Design mismatch_scoreboard, sky130hd; sources not shown.
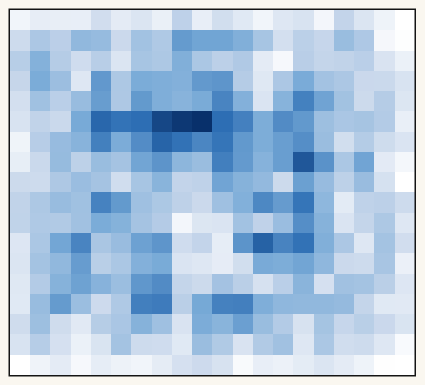
Fig. 1. Routed metal per tile.
Drawn at 4 px/um. 20 x 18 tiles, from white (low) to dark blue (high), scaled to the fullest tile. Values are wire area over tile area, all layers added.
tiles over half the peak: 19%
mean over tiles: 0.23
fullest tile: 0.66
nearly empty tiles: 1.7%
routed len/inst: 15.7 um
GRT Overall Usage: 31.0%

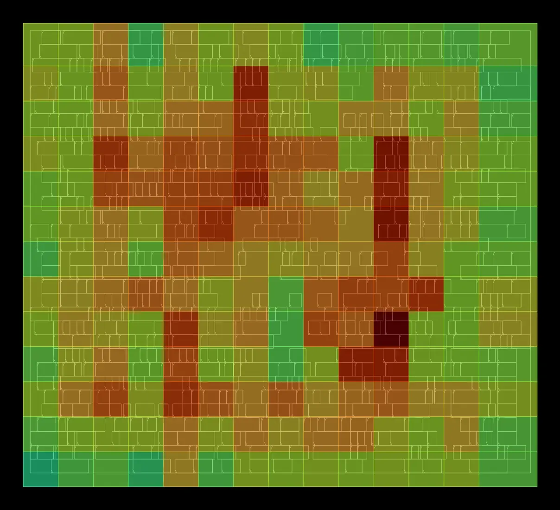
Fig. 2. Routing congestion.
GR Util met1: 42.0%
met3 Track Usage GR: 4.39%
final core utilization: 72.2%
GRT Max-Usage Layer: met2
GR met2 Demand/Resource: 47.9%

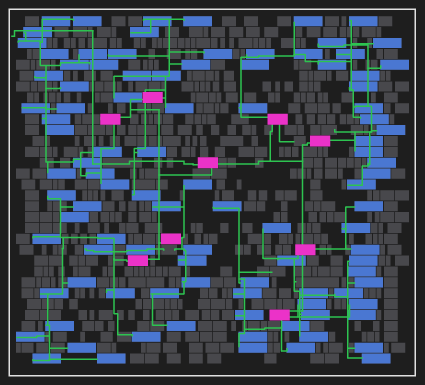
Fig. 3. Routed clock nets over the placement.
Drawn at 4 px/um.
[clock wires] green | length: 1160 um
[cells driving clock nets] magenta | count: 9
[flip-flops] blue | count: 100
flops lie: widely spread
routed clock nets: 10
Clk pwr share: 39.5%
clk_skew: 0.0132 ns

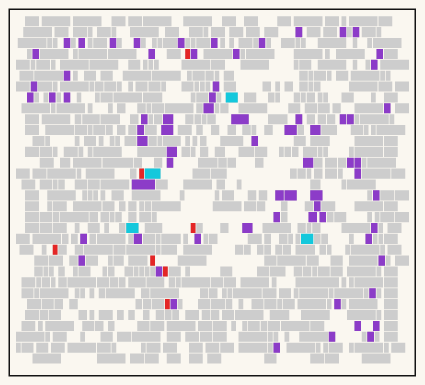
Fig. 4. Gate-type map.
Drawn at 4 px/um.
| family | colour | cells |
|---|---|---|
| inverters | red | 7 |
| inverting AOI/OAI gates | purple | 69 |
| AND-OR and OR-AND gates | cyan | 4 |
most frequent logic cell in the layout: nand2_1
Comb/total area: 43.5%
Post-Layout Cell Count: 826

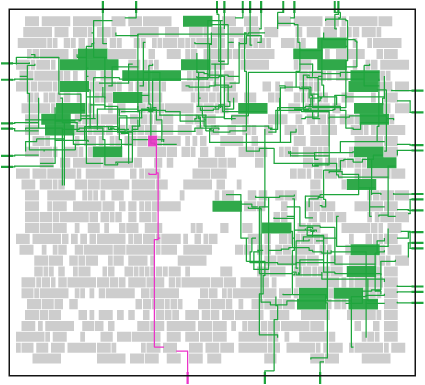
Fig. 5. I/O nets highlighted.
Drawn at 4 px/um.
| port | colour | direction | end cells | wire |
|---|---|---|---|---|
| rpt_valid | magenta | output | 1 | 66.0 um |
| samples | green | output | 32 | 2470 um |
PortBufs: 108
Ports: 109

==> results.ini <==
[yosys]
yosys.area.top_type = dfxtp_1
synth.avg_cell_area_um2 = 7.88
synthFlopType = dfxtp_1
synthTopCellsByArea = dfxtp_1 41%, nand2_1 8.6%, xor2_1 7.2%, nor2_1 5.8%, xnor2_1 5.0%
ys_warn_count = 0
postSynthSeqShare_pct = 41.2
synth_flops = 100
netlist_instances = 617
synthesis.area_um2 = 4860

[clock_network]
insertion_delay_ns = 0.37
cts_setup_buffers = 0
clockBufferDepth = 2
cts_max_level = 3
cts_hold_buf = 0
cts_buffers = 9
clock-sinks = 100

[sta]
clock.fmax_mhz = 254
setup_ws_ns = 3.26
drv_slew = 0
hold_viol = 0
whs_ns = 0.461
setup_tns_ns = 0

[finish]
antennaDiodeCount = 0
fin_nets = 713

[worst_setup_path]
critPathKind = flop to output port
ff2ff_path_depth = 9
critPathMaxStageDelay_ns = 0.83
cp_cell_sequence = inv_1 -> ha_1 -> nor4b_1 -> nand4_1 -> nor3_1 -> clkdlybuf4s50_1
cp_data_required_time_ns = 5.76

[floorplanning]
die_y_um = 91.2
core_um2 = 8570
die_area_um2 = 9230
dieWidth_um = 101

[power]
peakVddDrop_mv = 0.125
power.total_mw = 0.988
power_switching_mw = 0.253
swShare_pct = 25.6
p_seq_share_pct = 56.2

[route]
routed-via-count = 4700
drt_iter0_drc = 353

[run_status]
status = complete, no violations

[placement]
place.gp.congestion = 0.886
placed_area_um2 = 5970
place_ws_ns = 3.40

[global_routing]
grt_max_degree = 58

cell families (layout without fill, tap and decap cells):
| logic type | after synthesis | in the layout | synth area share [%] |
|---|---|---|---|
| xor gates and xnor gates | 68 | 68 | 12.2 |
| muxes | 1 | 1 | 0.206 |
| and+or+nand+nor | 328 | 328 | 33.1 |
| adders and majority gates | 3 | 3 | 0.772 |
| buffers and inverters | 44 | 134 | 3.81 |
| DFF | 100 | 100 | 41.2 |
| AOI/OAI and AO/OA | 73 | 73 | 8.77 |
worst max-delay path, delay by kind of cell, from the launching register on:
kind / cells / cell delay (ns)
adders and majority gates: 1 / 0.13
buffers and inverters: 2 / 0.91
and+or+nand+nor: 3 / 0.73
DFF: 1 / 0.37
power by group through the flow:
stage	clock [mW]	sequential [mW]	combinational, mW
global route	0.416	0.556	0.0456
CTS	0.397	0.556	0.0423
global placement	0	0.568	0.0414
detailed placement	0	0.569	0.0421
finish	0.391	0.556	0.0421
floorplan	0	0.570	0.0256
Yosys cell counts, drive strengths merged (13+ instances only):
master / instances
nand2: 112
dfxtp: 100
nor2: 75
a21oi: 41
xor2: 40
nand3: 31
xnor2: 28
nand4: 22
clkbuf: 20
nor3: 20
nor4: 19
buf: 17
o21ai: 13
cell type report:
type / count / area [um2]
multi-input cells: 473 / 2690
repair buffers: 111 / 1100
inverters: 7 / 26.3
clock buffers: 9 / 124
fillers: 697 / 2380
flip-flops and latches: 100 / 2000
clock inverters: 7 / 88.8
well taps: 119 / 149
layout by cell type (no fill, tap or decap), drive strengths merged, types with 13 or more instances in the layout:
cell,n
dfxtp,100
xor2,40
nand3,31
nor2,75
nand4,22
nor4,19
a21oi,41
nand2,112
xnor2,28
clkdlybuf4s50,108
nor3,20
o21ai,13
No activity file was given, so power comes from the tool's default toggle rates.
